==> src/rtl/at_pkg.sv <==
// Shared definitions for the MERA-400 AT working register: mode encoding
// of the {s1,s0} select pair and the default register width.
package at_pkg;

    localparam int AT_WIDTH = 16;

    typedef enum logic [1:0] {
        MODE_HOLD = 2'b00,
        MODE_SHR  = 2'b01,
        MODE_SHL  = 2'b10,
        MODE_LOAD = 2'b11
    } mode_e;

endpackage

==> src/rtl/ureg4_slice.sv <==
// 4-bit universal shift register slice equivalent to a 74194.
// Shift right moves toward q[0] and takes rsi into q[3]; shift left takes lsi into q[0].
module ureg4_slice
    import at_pkg::*;
(
    input  logic       clk,
    input  logic       rst_n,
    input  logic       s1,
    input  logic       s0,
    input  logic [3:0] d,
    input  logic       rsi,
    input  logic       lsi,
    output logic [3:0] q
);

    always_ff @(posedge clk or negedge rst_n) begin
        if (!rst_n) begin
            q <= '0;
        end else begin
            // Unknown or undefined select values fall through to hold.
            case ({s1, s0})
                MODE_SHR:  q <= {rsi, q[3:1]};
                MODE_SHL:  q <= {q[2:0], lsi};
                MODE_LOAD: q <= d;
                default:   q <= q;
            endcase
        end
    end

endmodule

==> src/rtl/at_register.sv <==
// MERA-400 AT working register: WIDTH-bit universal shift register built
// from chained 4-bit 74194-style slices; at[WIDTH-1] is machine bit 0.
module at_register
    import at_pkg::*;
#(
    parameter int WIDTH = AT_WIDTH
) (
    input  logic             c,
    input  logic             _clr,
    input  logic [WIDTH-1:0] f,
    input  logic             s1,
    input  logic             s0,
    input  logic             sl,
    output logic [WIDTH-1:0] at
);

    localparam int NSLICE = WIDTH / 4;

    logic [WIDTH-1:0] q_all;

    genvar gi;
    generate
        for (gi = 0; gi < NSLICE; gi++) begin : g_slice
            logic rsi_w;
            logic lsi_w;

            // Right shifts pull from the slice above; the top slice takes sl.
            if (gi == NSLICE - 1) begin : g_top
                assign rsi_w = sl;
            end else begin : g_inner_r
                assign rsi_w = q_all[4*gi+4];
            end

            // Left shifts pull from the slice below; the bottom slice takes sl.
            if (gi == 0) begin : g_bottom
                assign lsi_w = sl;
            end else begin : g_inner_l
                assign lsi_w = q_all[4*gi-1];
            end

            ureg4_slice u_slice (
                .clk   (c),
                .rst_n (_clr),
                .s1    (s1),
                .s0    (s0),
                .d     (f[4*gi+3:4*gi]),
                .rsi   (rsi_w),
                .lsi   (lsi_w),
                .q     (q_all[4*gi+3:4*gi])
            );
        end
    endgenerate

    assign at = q_all;

endmodule

==> config.mk <==
export PLATFORM = sky130hd
export DESIGN_NAME = at_register
export DESIGN_NICKNAME = d
export VERILOG_FILES = /design/src/rtl/at_pkg.sv /design/src/rtl/ureg4_slice.sv /design/src/rtl/at_register.sv
export SDC_FILE = /design/constraint.sdc
export NUM_CORES = 1
export LEC_CHECK = 0
export CAP_MARGIN = 10
export CORE_MARGIN = 1
export CORE_UTILIZATION = 35
export CTS_CLUSTER_SIZE = 8
export DETAILED_ROUTE_END_ITERATION = 10
export GPL_ROUTABILITY_DRIVEN = 0
export PLACE_DENSITY_LB_ADDON = 0.25
export SLEW_MARGIN = 40
export SYNTH_ARGS = -nofsm -noshare
export SYNTH_HDL_FRONTEND = slang
export SYNTH_SLANG_ARGS = --single-unit
==> constraint.sdc <==
create_clock -name c -period 2.1 [get_ports c]
set_input_delay 0.315 -clock c [delete_from_list [all_inputs] [get_ports c]]
set_output_delay 0.315 -clock c [all_outputs]
set_load 0.01 [all_outputs]
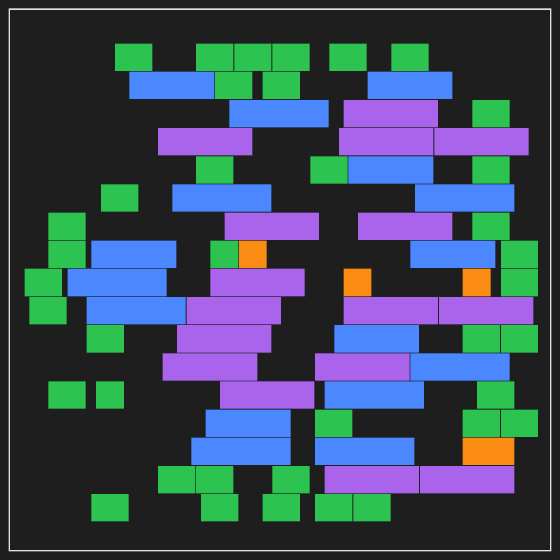
(placed cells, one colour a class)
legend:
  orange:
    class: clock drivers and dummy loads
    cells: 4
    share_of_their_area: 3.0%
  purple:
    class: flip-flops
    cells: 16
    share_of_their_area: 33%
  green:
    class: other buffers and delay cells
    cells: 38
    share_of_their_area: 31%
  blue:
    class: all other logic
    cells: 16
    share_of_their_area: 33%

==> Changelog: implementation <==
### Changed

- Worst Setup SP: g_slice[1].u_slice.q[0]
- Fin crit period: ~1600 ps
- Number of buffers added for setup after CTS: 0
- Maximum fanout along the worst path: 4
- Placed instance area: 1200 um^2
- Asr flop ratio synth: 100%
- CP top delay family: buffers and inverters
- Seq. cell area: approximately 400 um^2
- Clock buf count: 4
- Top Registers: g_slice.u_slice.q (16)
- Unrepaired setup endpoints after global routing: false
- Worst-margin pin slew: 689 ps
- Antenna cells: 0
- Tap Cells: 28
- ANT nets after route: 0
- Core Area: around 2300 um^2
- Crit Path Class: flop to output port
- Clock buffer depth: 2
- CTS Sinks: 16
- Flip-flops with a built-in enable: 0
- Cell Area, Synth: 881 um^2
- Residual DRC: 0
- Cell area leaders: dfrtp_1 (45%), mux4_1 (27%), mux4_2 (18%), buf_4 (5.1%), buf_12 (2.3%)
- Placed Cells: 98
- WL final: 1.69 mm
- Final clock-cell share: approximately 3%
- Worst hold-check path type: input pin to async pin
- MaxCap Viol Count: 0
- Final instance area: approximately 1200 um^2
- DR iter-0 viols: 1
- Main synth FF type: dfrtp_1
- Drt pass-1 iters: 4
- Fp util: approximately two fifths
- Top-count cell post-synth: dfrtp_1
- Num sequential: 16
- Fin. max-slew vios: 0
- Crit end category: output port
- Logic pwr share: between 30% and 40%
- Reg-to-Reg Start: g_slice[2].u_slice.q[2]
- Synth warn: 0
- Power Total: 1010 uW
- Crit-path cells: clkdlybuf4s50_1
- CP endpoint: at[4]
- Final WS setup: roughly 540 ps
- Ports: 37
- Dominant kind of cell by area: sequential cells
- Port Buffer Count: 36
- Via/cell ratio: ~5.2
- Skew final: roughly 7.8 ps
- Synth cell count leaders: dfrtp_1 (16), mux4_1 (9), mux4_2 (7)
- DP HPWL: between 1 and 1.5 mm
- F_max: roughly 640 MHz
- Max reg flops: 16
- Vias in the first global route: 540
- Logic share of the area: 31.8%
- Critical path buffers and inverters: 1
- Die area: 2720 um^2
- Clock transition at path regs: about 100 ps
- Via count: around 530
- R2R depth: 1
- Initial antenna violation count: 0
- Most numerous logic cell after layout: clkdlybuf4s50_1
- WP depth: 1
- Setup TNS: 0 ps
- Int Pwr: about 740 uW
- Number of logic gates: 16
- Chip Area, Yosys: 881 um^2
- Sequential power share: approximately 44%
- WHS: between 400 and 500 ps
- Pre-CTS setup slack: approximately 310 ps
- Final Cycle Share: roughly three quarters
- Post-synthesis cell count from yosys: 42
- Slowest library cell on the worst path: clkdlybuf4s50_1
- # H-tree levels: 1
- Non-clock buffer share: a little under a third
- Clock tree root driver cell: clkbuf_4
- Most numerous logic cells after layout: clkdlybuf4s50_1 (36), dfrtp_1 (16), mux4_1 (9)
- Area share, top type: a little under half
- TritonCTS clock tree: built
- Final Util: 54.0%
- Seq/Total Area, Yosys: a little under half
- First-pass GRT wire length: roughly 2.7 mm
- Cell Type Count: 7
- LEAKAGE: around 0.0005 uW
- Die Width: 52.2 um
- Proportion of layout cells with a drive suffix above 1: ~18%
- Grt ovf: 0
- Net Switching: about 270 uW
- P&R area growth vs syn: 40.9%
- Status: finished clean
- Syn nets: between 60 and 70
- # rows: 17
- Clock Power Share: between 20% and 30%
- Post-CTS resize count: 0
- Max_slew headroom: a little over half
- CP peak stage delay: ~560 ps
- PD cells: approximately 800 nW/um^2
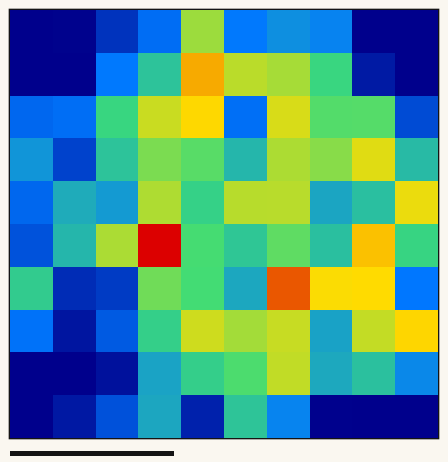
(signal metal coverage by tile)
Bar = 20 um. 10 x 10 tiles, from dark blue (low) to red (high), scaled to the fullest tile. Values are wire area over tile area, all layers added.
mean over tiles: 0.097
emptiest ninth of the die: lower left
nearly empty tiles: 13%
tiles over half the peak: 35%
fullest tile: 0.25

## power by group through the flow
stage	Combinational (uW)	Clock, uW	Sequential (uW)
2_1_floorplan	193	0	453
6_report	362	203	447
5_1_grt	386	222	460
3_5_place_dp	364	0	452
3_3_place_gp	359	0	455
4_1_cts	368	212	449
## kinds of logic (layout without fill, tap and decap cells)
logic type / after synthesis / after routing / synth area share (%)
buffers and inverters: 10 / 42 / 9.80
DFF: 16 / 16 / 45.5
muxes: 16 / 16 / 44.7
## routing by layer
| layer | track usage (%) | up-vias | routed length, um |
|---|---|---|---|
| met5 | 0 | - | 0 |
| met4 | 3.95 | 0 | 12 |
| met3 | 6.14 | 2 | 92 |
| met2 | 21.6 | 18 | 799 |
| met1 | 19.7 | 269 | 786 |
| li1 | - | 239 | - |
No activity file was given, so power comes from the tool's default toggle rates.
